===== config.mk =====
export PLATFORM = sky130hd
export DESIGN_NAME = fp_pipe_reg_flat
export DESIGN_NICKNAME = d
export VERILOG_FILES = /design/src/rtl/fp_pipe_reg_if.sv /design/src/rtl/fp_pipe_reg.sv /design/src/flat_wrapper.sv
export SDC_FILE = /design/constraint.sdc
export NUM_CORES = 1
export LEC_CHECK = 0
export CAP_MARGIN = 20
export CORE_UTILIZATION = 40
export CTS_BUF_LIST = sky130_fd_sc_hd__clkbuf_16
export CTS_CLUSTER_SIZE = 40
export DETAILED_ROUTE_END_ITERATION = 16
export PLACE_DENSITY = 0.61
export SLEW_MARGIN = 20
export SYNTH_ARGS = -nofsm -noshare
export SYNTH_HDL_FRONTEND = slang
export SYNTH_SLANG_ARGS = --single-unit

===== constraint.sdc =====
create_clock -name clk50M -period 3.5 [get_ports clk50M]
set_clock_uncertainty 0.05 [all_clocks]
set_input_delay 0.35 -clock clk50M [delete_from_list [all_inputs] [get_ports clk50M]]
set_output_delay 0.35 -clock clk50M [all_outputs]
set_load 0.05 [all_outputs]

===== src/rtl/fp_pipe_reg_if.sv =====
// Handshake bundle for fp_pipe_reg: upstream valid/ready/data, downstream valid/ready/data,
// flush and occupancy. The slave modport is the pipeline register itself.
interface fp_pipe_reg_if #(
  parameter int WIDTH = 32,
  parameter int DEPTH = 3
);
  localparam int CW = $clog2(DEPTH + 1);

  logic             flush_i;
  logic             in_valid_i;
  logic             in_ready_o;
  logic [WIDTH-1:0] data_i;
  logic             out_valid_o;
  logic             out_ready_i;
  logic [WIDTH-1:0] data_o;
  logic [CW-1:0]    count_o;

  modport master (
    output flush_i, in_valid_i, data_i, out_ready_i,
    input  in_ready_o, out_valid_o, data_o, count_o
  );

  modport slave (
    input  flush_i, in_valid_i, data_i, out_ready_i,
    output in_ready_o, out_valid_o, data_o, count_o
  );
endinterface


===== src/rtl/fp_pipe_reg.sv =====
// Elastic DEPTH-stage pipeline register with valid/ready handshake, synchronous flush and a
// registered occupancy count; each stage advances on its own so bubbles collapse under stall.
module fp_pipe_reg #(
  parameter int               WIDTH     = 32,
  parameter int               DEPTH     = 3,
  parameter logic [WIDTH-1:0] RESET_VAL = '0
) (
  input logic          clk50M,
  input logic          rst,
  fp_pipe_reg_if.slave bus
);
  localparam int CW = $clog2(DEPTH + 1);

  logic [DEPTH-1:0] v_r;
  logic [WIDTH-1:0] d_r [DEPTH];
  logic [CW-1:0]    count_r;
  logic [DEPTH:0]   rdy_s;
  logic             acc_s;
  logic             accept_s;
  logic             emit_s;

  // Ready chain: a stage can take a word if it is empty or anything downstream can move.
  always_comb begin
    acc_s        = bus.out_ready_i;
    rdy_s        = '0;
    rdy_s[DEPTH] = bus.out_ready_i;
    for (int k = DEPTH - 1; k >= 0; k--) begin
      acc_s    = acc_s | ~v_r[k];
      rdy_s[k] = acc_s;
    end
  end

  // Upstream/downstream handshake qualifiers.
  always_comb begin
    if (bus.flush_i) begin
      bus.in_ready_o = 1'b0;
    end else begin
      bus.in_ready_o = rdy_s[0];
    end
    accept_s = bus.in_valid_i & bus.in_ready_o;
    emit_s   = v_r[DEPTH-1] & bus.out_ready_i;
  end

  // Stage chain and occupancy; flush only clears valid bits, data regs keep their contents.
  always_ff @(posedge clk50M or posedge rst) begin
    if (rst) begin
      v_r     <= '0;
      count_r <= '0;
      for (int k = 0; k < DEPTH; k++) begin
        d_r[k] <= RESET_VAL;
      end
    end else if (bus.flush_i) begin
      v_r     <= '0;
      count_r <= '0;
    end else begin
      if (rdy_s[0]) begin
        v_r[0] <= accept_s;
        if (accept_s) begin
          d_r[0] <= bus.data_i;
        end
      end
      for (int k = 1; k < DEPTH; k++) begin
        if (rdy_s[k]) begin
          v_r[k] <= v_r[k-1];
          if (v_r[k-1]) begin
            d_r[k] <= d_r[k-1];
          end
        end
      end
      count_r <= count_r + CW'(accept_s) - CW'(emit_s);
    end
  end

  assign bus.out_valid_o = v_r[DEPTH-1];
  assign bus.data_o      = d_r[DEPTH-1];
  assign bus.count_o     = count_r;
endmodule


===== src/flat_wrapper.sv =====
// flat-port wrapper written by rule: the top's interface ports become plain ports
module fp_pipe_reg_flat 
#(
  parameter int               WIDTH     = 32,
  parameter int               DEPTH     = 3,
  parameter logic [WIDTH-1:0] RESET_VAL = '0
)
  (clk50M, rst, bus_flush_i, bus_in_valid_i, bus_data_i, bus_out_ready_i, bus_in_ready_o, bus_out_valid_o, bus_data_o, bus_count_o);
  fp_pipe_reg_if #(.WIDTH(WIDTH), .DEPTH(DEPTH)) bus_i ();
  input logic clk50M;
  input logic rst;
  input wire logic [$bits(bus_i.flush_i)-1:0] bus_flush_i;
  input wire logic [$bits(bus_i.in_valid_i)-1:0] bus_in_valid_i;
  input wire logic [$bits(bus_i.data_i)-1:0] bus_data_i;
  input wire logic [$bits(bus_i.out_ready_i)-1:0] bus_out_ready_i;
  output wire logic [$bits(bus_i.in_ready_o)-1:0] bus_in_ready_o;
  output wire logic [$bits(bus_i.out_valid_o)-1:0] bus_out_valid_o;
  output wire logic [$bits(bus_i.data_o)-1:0] bus_data_o;
  output wire logic [$bits(bus_i.count_o)-1:0] bus_count_o;
  assign bus_i.flush_i = bus_flush_i;
  assign bus_i.in_valid_i = bus_in_valid_i;
  assign bus_i.data_i = bus_data_i;
  assign bus_i.out_ready_i = bus_out_ready_i;
  assign bus_in_ready_o = bus_i.in_ready_o;
  assign bus_out_valid_o = bus_i.out_valid_o;
  assign bus_data_o = bus_i.data_o;
  assign bus_count_o = bus_i.count_o;
  fp_pipe_reg #(.WIDTH(WIDTH), .DEPTH(DEPTH), .RESET_VAL(RESET_VAL)) u_core (.clk50M(clk50M), .rst(rst), .bus(bus_i));
endmodule

==> run_1/layer_met1.png <==
Supply wires on this layer in gray.
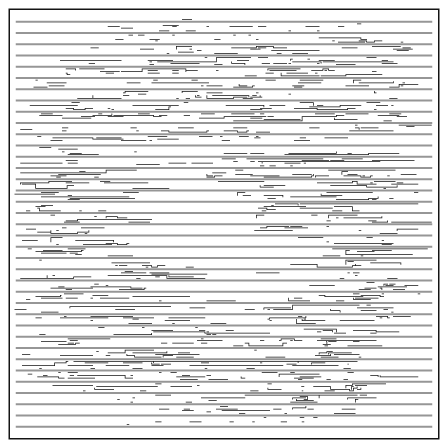
- wire length on this layer: 2970 um
- longest straight run: 68.5 um
- main direction: horizontal
- share of all routed wire: 47%
total wire length: 6330 um
via count of the routed design: 2088
met1 Usage GRT: 17.9%

==> run_1/layer_met2.png <==
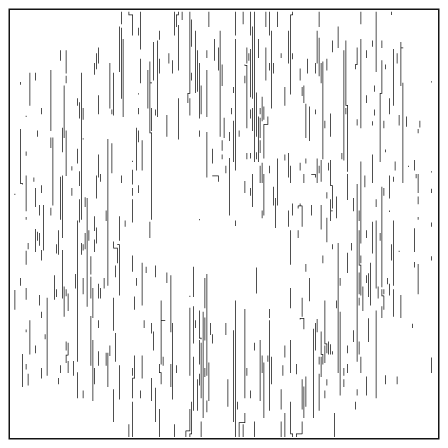
- wire length on this layer: 2920 um
- share of all routed wire: 46%
- main direction: vertical
- nets with wire on the layer: 327
- longest straight run: 42.8 um
met2 Track Usage GR: 20.3%

==> run_1/layer_met3.png <==
Scale bar: 20 um. Cells faint in the background.
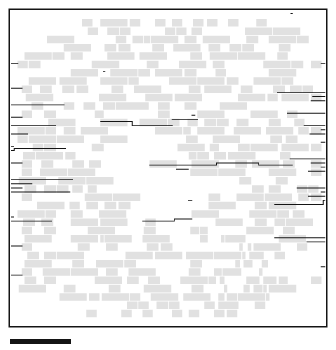
- wire length on this layer: 373 um
- nets with wire on the layer: 40
- main direction: horizontal
- share of all routed wire: 5.9%
- longest straight run: 21.9 um
M3 GR Usage: 4.91%

==> run_1/clocks.png <==
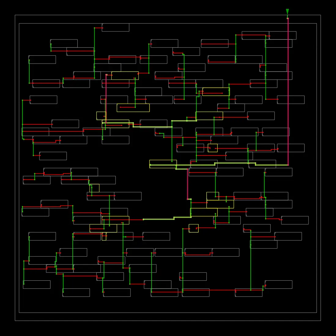
Clock group: 1.02 mW
clock latency of the later-clocked register in the worst-skew pair: 0.33 ns

==> results.tsv, run 1 <==
stage	metric	value	unit
outcome	result of the run	complete, no violations	
sta	normalized max-slew margin	55.6	%
setup_path	CP max-delay cell	clkdlybuf4s50_1	
sta	Final Slew Violations	0	
synthesis	total nets after synthesis	301	
sta	number of setup violations in the final report	0	
synthesis	post-synthesis instance area	4120	sq um
placed_design	IO buf count	72	
synthesis	Synth Instances	262	
sta	transition time at the pin with the least slew margin	0.666	ns
placed_design	setup slack at placement	1.06	ns
setup_path	Crit path largest cell delay	0.82	ns
sta	RSZ-0062 raised after global routing	no	
clocking	clock tree from TritonCTS	yes	
synthesis	top cells by instance count after synthesis	dfrtp_1 (101), mux2_2 (95), buf_4 (35), buf_6 (6), inv_1 (5)	
clocking	Max Buffers Root-to-Sink	2	
setup_path	kind of launch point of the worst setup path	input port	
synthesis	Post-synth top flop	dfrtp_1	
floorplanning	chip area	10700	sq um
setup_path	Data arrival, critical path	2.06	ns
synthesis	number of synthesized register bits	101	
sta	endpoints failing hold	0	
clocking	postcts setup bufs	0	
clocking	# resized after CTS	0	
setup_path	Worst path most repeated cell	clkdlybuf4s50_1	
synthesis	cell with the most instances after synthesis	dfrtp_1	
grt	GRT Util Overall	13.5	%
setup_path	WP buf/inv	2	
sta	final worst slack	1.04	ns
flow_run	total tool warning count	26	
floorplanning	Top-Level Pins	73	
placed_design	placed wire-length estimate after detailed placement	4070	um
floorplanning	Die H	103	um
drt	DR DRC count	0	
setup_path	highest fanout seen on the critical path	3	
synthesis	EDFF count, synth	0	
synthesis	post-synthesis cell count from yosys	262	
sta	Fin Hold WS	0.411	ns
grt	number of antenna violations at the first check in global routing	0	
synthesis	per-instance average area after synthesis	15.7	sq um
setup_path	Worst Setup Path Type	input port to primary output	
drt	routed vias/inst	4.67	
synthesis	top cell type by total area after synthesis	dfrtp_1	
setup_path	CP Capture Type	primary output	
clocking	H-Tree Depth	3	
synthesis	Largest cells by area	dfrtp_1 (61%), mux2_2 (26%), buf_4 (6.4%)	
## run 1: where the power goes
group	total, mW	internal, mW	leakage, nW	switching (mW)
sequential	1.64	1.48	1.21	0.152
combinational	1.31	0.545	0.779	0.764
clock	1.02	0.566	0.150	0.450
total	3.96	2.60	2.14	1.37
## run 1: metal layers
metal  vias up  routed length, um  GRT usage (%)
met3         6                373           4.91
met1      1066               2970           17.9
li1        965                  -              -
met2        51               2920           20.3
met4         0                 76           5.20
met5         -                  0              0
## run 1: kinds of logic after synthesis
family                   Yosys count  share of synthesized area (%)
AND-OR/OR-AND                      3                          0.668
XOR/XNOR                           2                          0.425
adder cells (fa/ha/maj)            2                          0.607
buffers and inverters             47                           8.59
flip-flops                       101                           61.3
multiplexers                      96                           26.2
AND/OR/NAND/NOR                   11                           2.13
## run 1: state kept, by name, indices dropped and copies added (netlist names)
register            flops
u_core.d_r             64
u_core.bus.count_o      2
u_core.bus.data_o      32
u_core.v_r              3
## run 1: final timing paths
path / cells past startpoint / slack [ns] / start / end
max: 4 / 1.04 / bus_out_ready_i / bus_in_ready_o
min: 2 / 0.41 / rst / u_core.bus.data_o[5]
max reg2reg: 5 / 1.81 / u_core.v_r[1] / u_core.bus.count_o[0]
min reg2reg: 1 / 0.44 / u_core.d_r[62] / u_core.bus.data_o[30]
max in group asynchronous: 3 / 2.21 / rst / u_core.d_r[71]
min in group clk50M: 1 / 0.44 / u_core.d_r[62] / u_core.bus.data_o[30]
## run 1: area by class of cell
cell class	instances	area, sq um
clock buffer	9	225
multi-input combinational	114	1240
fill	858	4830
inverter	5	21.3
clock inverter	7	80.1
timing repair buffer	78	766
sequential	101	2530
tap	133	166
## run 1: worst register-to-register path: cells and delay by family, from the launching register on
| kind | cells | cell delay (ns) |
|---|---|---|
| fa+ha+maj | 1 | 0.28 |
| buf+inv | 1 | 0.30 |
| flops | 1 | 0.43 |
| simple gates | 3 | 0.53 |
## run 1: stage by stage
step | total power [mW] | instance area (sq um) | std cells
final | 3.96 | 5030 | 447
after global routing | 4.17 | 5030 | 447
after CTS | 4.01 | 5030 | 447
after detailed placement | 2.99 | 4730 | 431
after global placement | 2.96 | 4730 | 431
after floorplan | 2.77 | 4120 | 262
## run 1: placed cells by master, fill, tap and decap left out
cell,n
mux2_1,1
nor2b_1,2
ha_1,2
xor2_1,1
clkinv_1,1
mux2_2,95
a21oi_1,2
clkinv_4,1
clkdlybuf4s50_1,72
clkbuf_16,9
nand4b_1,1
nor3b_4,2
dfrtp_1,101
nor2_1,4
bufinv_16,1
inv_8,1
a211o_4,1
xnor2_1,1
buf_4,6
inv_4,1
inv_1,4
and2_1,1
nor2b_4,1
inv_6,3
==> run 2, diff against run 1 <==
==> constraint.sdc (replaced) <==
create_clock -name clk50M -period 2.3 [get_ports clk50M]
set_clock_uncertainty 0.05 [all_clocks]
set_input_delay 0.23 -clock clk50M [delete_from_list [all_inputs] [get_ports clk50M]]
set_output_delay 0.23 -clock clk50M [all_outputs]
set_load 0.05 [all_outputs]
==> run_2/layer_met2.png <==
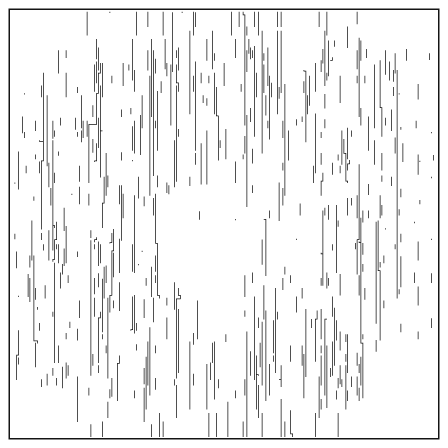
- wire length on this layer: 2890 um
- main direction: vertical
- longest straight run: 55.1 um
- nets with wire on the layer: 324
- share of all routed wire: 45%
met2 Track Usage GR: 19.9%
via count of the routed design: 2073

==> run_2/layer_met3.png <==
Scale bar: 20 um. Cells faint in the background.
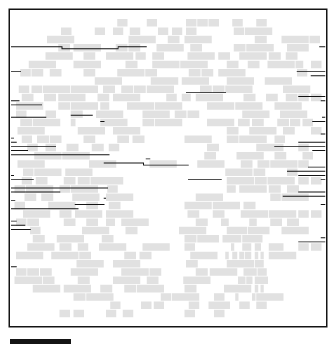
- wire length on this layer: 409 um
- main direction: horizontal
- longest straight run: 32.0 um
- nets with wire on the layer: 41
total wire length: 6350 um
M3 GR Usage: 4.77%

==> results.tsv, run 2 <==
stage	metric	value	unit
outcome	result of the run	complete, no violations	
placed_design	Placed Instances	431	
synthesis	per-instance average area after synthesis	15.7	sq um
cells_and_area	most frequent standard cell in the layout excluding fill and tap cells	dfrtp_1	
synthesis	post-synthesis instance area	4120	sq um
clocking	postcts setup bufs	0	
setup_path	kind of launch point of the worst setup path	flop	
drt	DR DRC count	0	
synthesis	cell with the most instances after synthesis	dfrtp_1	
grt	number of antenna violations at the first check in global routing	0	
cells_and_area	register with the most flip-flops	u_core.d_r	
setup_path	highest fanout seen on the critical path	4	
clocking	Max Buffers Root-to-Sink	2	
synthesis	Post-synth mux share	26.2	%
clocking	# resized after CTS	0	
sta	transition time at the pin with the least slew margin	0.540	ns
grt	GRT Util Overall	13.4	%
flow_run	total tool warning count	28	
cells_and_area	number of flip-flops under the largest register name	64	
synthesis	area share of and/or/nand/nor cells after synthesis	2.13	%
placed_design	setup slack at placement	0.275	ns
setup_path	launching point of the worst reg2reg path	u_core.v_r[2]	
synthesis	AND-OR/OR-AND share of the synthesized area	0.668	%
clocking	H-Tree Depth	3	
sta	RSZ-0062 raised after global routing	no	
synthesis	Synth Instances	262	
setup_path	R2R Setup Slk	0.64	ns
setup_path	WP buf/inv	1	
clocking	clock tree from TritonCTS	yes	
[run 2: cell counts after synthesis]
Identical to the previous run, type by type.
[run 2: worst max path at each step]
| stage | startpoint | end | slack, ns | depth (start not counted) |
|---|---|---|---|---|
| 2_1_floorplan | u_core.v_r[2] | u_core.bus.count_o[0] | 0.50 | 5 |
| 3_3_place_gp | bus_out_ready_i | u_core.d_r[70] | 0.29 | 5 |
| 3_5_place_dp | bus_out_ready_i | u_core.d_r[72] | 0.27 | 5 |
| 4_1_cts | u_core.v_r[2] | bus_out_valid_o | 0.47 | 1 |
| 5_1_grt | u_core.v_r[2] | bus_out_valid_o | 0.42 | 1 |
| 6_report | u_core.v_r[2] | bus_out_valid_o | 0.48 | 1 |
[run 2: layout make-up]
class | count | area [sq um] | share of cell area, %
clock buffer | 9 | 225 | 4.43
timing repair buffer | 78 | 813 | 16.0
multi-input combinational | 114 | 1240 | 24.5
sequential | 101 | 2530 | 49.7
tap | 133 | 166 | 3.28
inverter | 5 | 22.5 | 0.443
clock inverter | 7 | 81.3 | 1.60
[run 2: kinds of logic after synthesis]
kind of cell	Yosys count
DFF	101
muxes	96
buffers and inverters	47
and+or+nand+nor	11
AOI/OAI and AO/OA	3
xor gates and xnor gates	2
adders and majority gates	2
[run 2: metal layers]
metal | up-vias | routed length, um | GRT usage [%]
met5 | - | 0 | 0
met4 | 0 | 92 | 5.20
met3 | 9 | 408 | 4.77
met2 | 50 | 2890 | 19.9
met1 | 1051 | 2960 | 17.9
li1 | 963 | - | -
[run 2: per-stage QoR]
| stage | util [%] | power [mW] | instance area [sq um] |
|---|---|---|---|
| after floorplan | - | 4.22 | 4120 |
| after global placement | 48.4 | 4.52 | 4770 |
| after detailed placement | 48.4 | 4.56 | 4770 |
| after CTS | 51.5 | 6.12 | 5080 |
| after global routing | 51.5 | 6.34 | 5080 |
| final | 51.5 | 6.03 | 5080 |
[run 2: where the power goes]
group	total, mW	switching (mW)	leakage, nW	internal [mW]
sequential	2.50	0.238	1.21	2.26
combinational	2.00	1.16	0.791	0.837
clock	1.53	0.669	0.152	0.861
==> run 3, diff against run 2 <==
--- a/config.mk
+++ b/config.mk
@@ -10,7 +10,7 @@
 export CTS_BUF_LIST = sky130_fd_sc_hd__clkbuf_16
 export CTS_CLUSTER_SIZE = 40
 export DETAILED_ROUTE_END_ITERATION = 16
-export PLACE_DENSITY = 0.61
+export PLACE_DENSITY = 0.64
 export SLEW_MARGIN = 20
 export SYNTH_ARGS = -nofsm -noshare
 export SYNTH_HDL_FRONTEND = slang
==> constraint.sdc (replaced) <==
create_clock -name clk50M -period 1.5 [get_ports clk50M]
set_clock_uncertainty 0.05 [all_clocks]
set_input_delay 0.15 -clock clk50M [delete_from_list [all_inputs] [get_ports clk50M]]
set_output_delay 0.15 -clock clk50M [all_outputs]
set_load 0.05 [all_outputs]
==> run_3/layer_met1.png <==
Supply wires on this layer in gray.
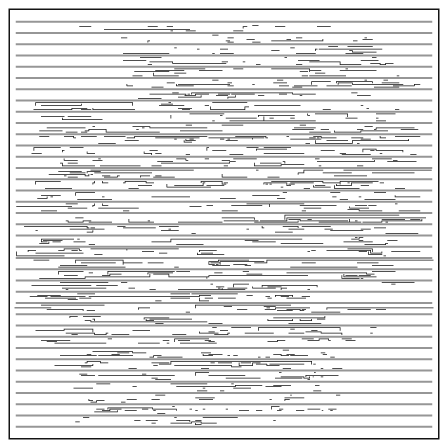
- share of all routed wire: 47%
- longest straight run: 40.2 um
via count of the routed design: 2139
total wire length: 7280 um
met1 Usage GRT: 19.9%

==> run_3/clocks.png <==
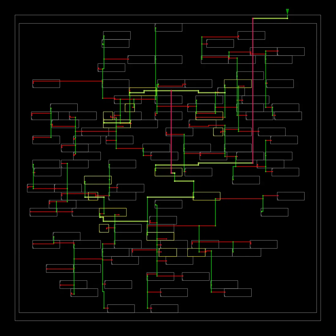
clock tree sinks: 101
Flops: 101

==> results.tsv, run 3 <==
stage	metric	value	unit
outcome	result of the run	finished with violations	
outcome	violated checks	setup timing	
cells_and_area	utilization of the core after routing	54.8	%
setup_path	WP buf/inv	2	
sta	normalized max-slew margin	73.2	%
synthesis	Synth Instances	262	
placed_design	setup slack at placement	-0.347	ns
setup_path	kind of launch point of the worst setup path	flop	
sta	final worst slack	-0.0664	ns
setup_path	Data arrival, critical path	1.74	ns
setup_path	CP Capture Type	flop	
sta	transition time at the pin with the least slew margin	0.402	ns
synthesis	total nets after synthesis	301	
grt	GRT Util Overall	14.8	%
synthesis	Post-synth mux share	26.2	%
floorplanning	Top-Level Pins	73	
setup_path	CP max-delay cell	dfrtp_2	
sta	Fin Hold WS	0.158	ns
power	overall power after layout	9.29	mW
sta	endpoints failing hold	0	
sta	number of setup violations in the final report	95	
setup_path	Crit path largest cell delay	0.42	ns
floorplanning	chip area	10700	sq um
synthesis	post-synthesis cell count from yosys	262	
drt	wire length the detailed router placed on met1	3420	um
[run 3: path summary, 6_finish.rpt]
check | cells past startpoint | startpoint | to
max | 5 | u_core.v_r[2] | u_core.d_r[78]
min | 3 | rst | u_core.d_r[74]
max reg2reg | 5 | u_core.v_r[2] | u_core.d_r[78]
min reg2reg | 1 | u_core.d_r[39] | u_core.bus.data_o[7]
max in group asynchronous | 3 | rst | u_core.d_r[90]
min in group clk50M | 2 | bus_data_i[12] | u_core.d_r[76]
[run 3: routing by layer]
metal | up-vias | global-route usage, %
li1 | 990 | -
met1 | 1095 | 19.9
met2 | 50 | 22.9
met3 | 4 | 4.84
met4 | 0 | 4.23
met5 | - | 0
[run 3: power breakdown]
group          internal (mW)  leakage, nW  switching, mW  total (mW)
registers               3.46         1.21          0.381        3.85
logic                   1.31         1.11           1.84        3.15
clock network           1.18        0.147           1.12        2.30
[run 3: cell families after synthesis]
family | after synthesis
flip-flops | 101
multiplexers | 96
buffers and inverters | 47
AND/OR/NAND/NOR | 11
AND-OR/OR-AND | 3
XOR/XNOR | 2
adder cells (fa/ha/maj) | 2
[run 3: final cells by class]
class | instances | area (sq um) | share of cell area (%)
sequential | 101 | 2530 | 46.8
tap | 133 | 166 | 3.08
inverter | 5 | 22.5 | 0.416
timing repair buffer | 97 | 978 | 18.1
multi-input combinational | 114 | 1410 | 26.1
clock inverter | 7 | 76.3 | 1.41
clock buffer | 9 | 225 | 4.16
[run 3: what timing repair did]
item                                   in CTS  in global routing
resized                                    26                 13
endpoints found under the hold margin       0                  0
setup endpoints to repair                  99                 99
pin swaps                                   1                  1
setup buffers                               4                  0
cloned                                      2                  1
[run 3: tightest hold or removal path: cells and delay by family]
| kind | cells | cell delay, ns |
|---|---|---|
| buffers and inverters | 3 | 0.77 |
[run 3: stage by stage]
stage	instance area [sq um]	setup TNS (ns)
after floorplan	4160	-14.53
after global placement	4850	-29.24
after detailed placement	4850	-30.10
after CTS	5330	-4.12
after global routing	5410	-7.89
final	5410	-3.06

==> notes/layouts.md <==
Pictures saved along the way, in no particular order.

Gate-type map.
picture 1
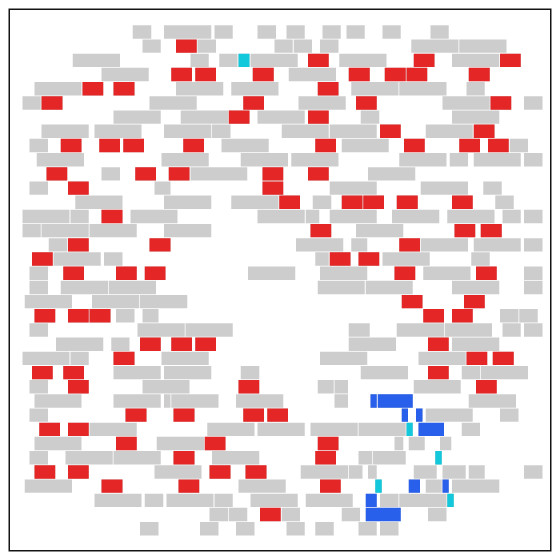
picture 2
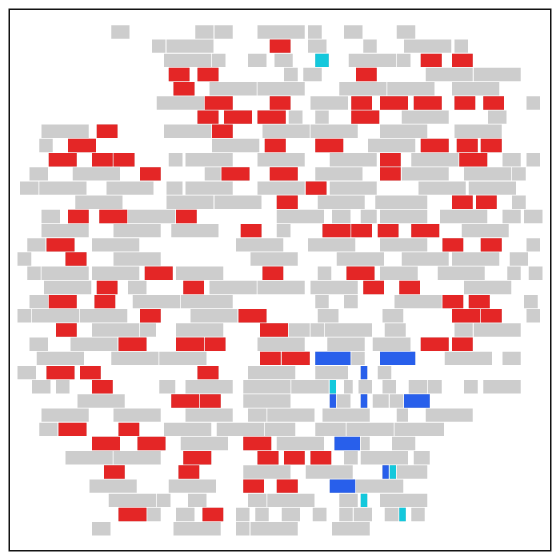
- run 3 = picture 2
- run 1 = picture 1

Key to picture 2:
- red: multiplexers (cells 96; most used mux2_2; where spread over the die)
- cyan: inverters (cells 5; most used inv_1)
- blue: NOR gates (cells 9; most used nor2_1)

Power and IR drop assume default switching activity.
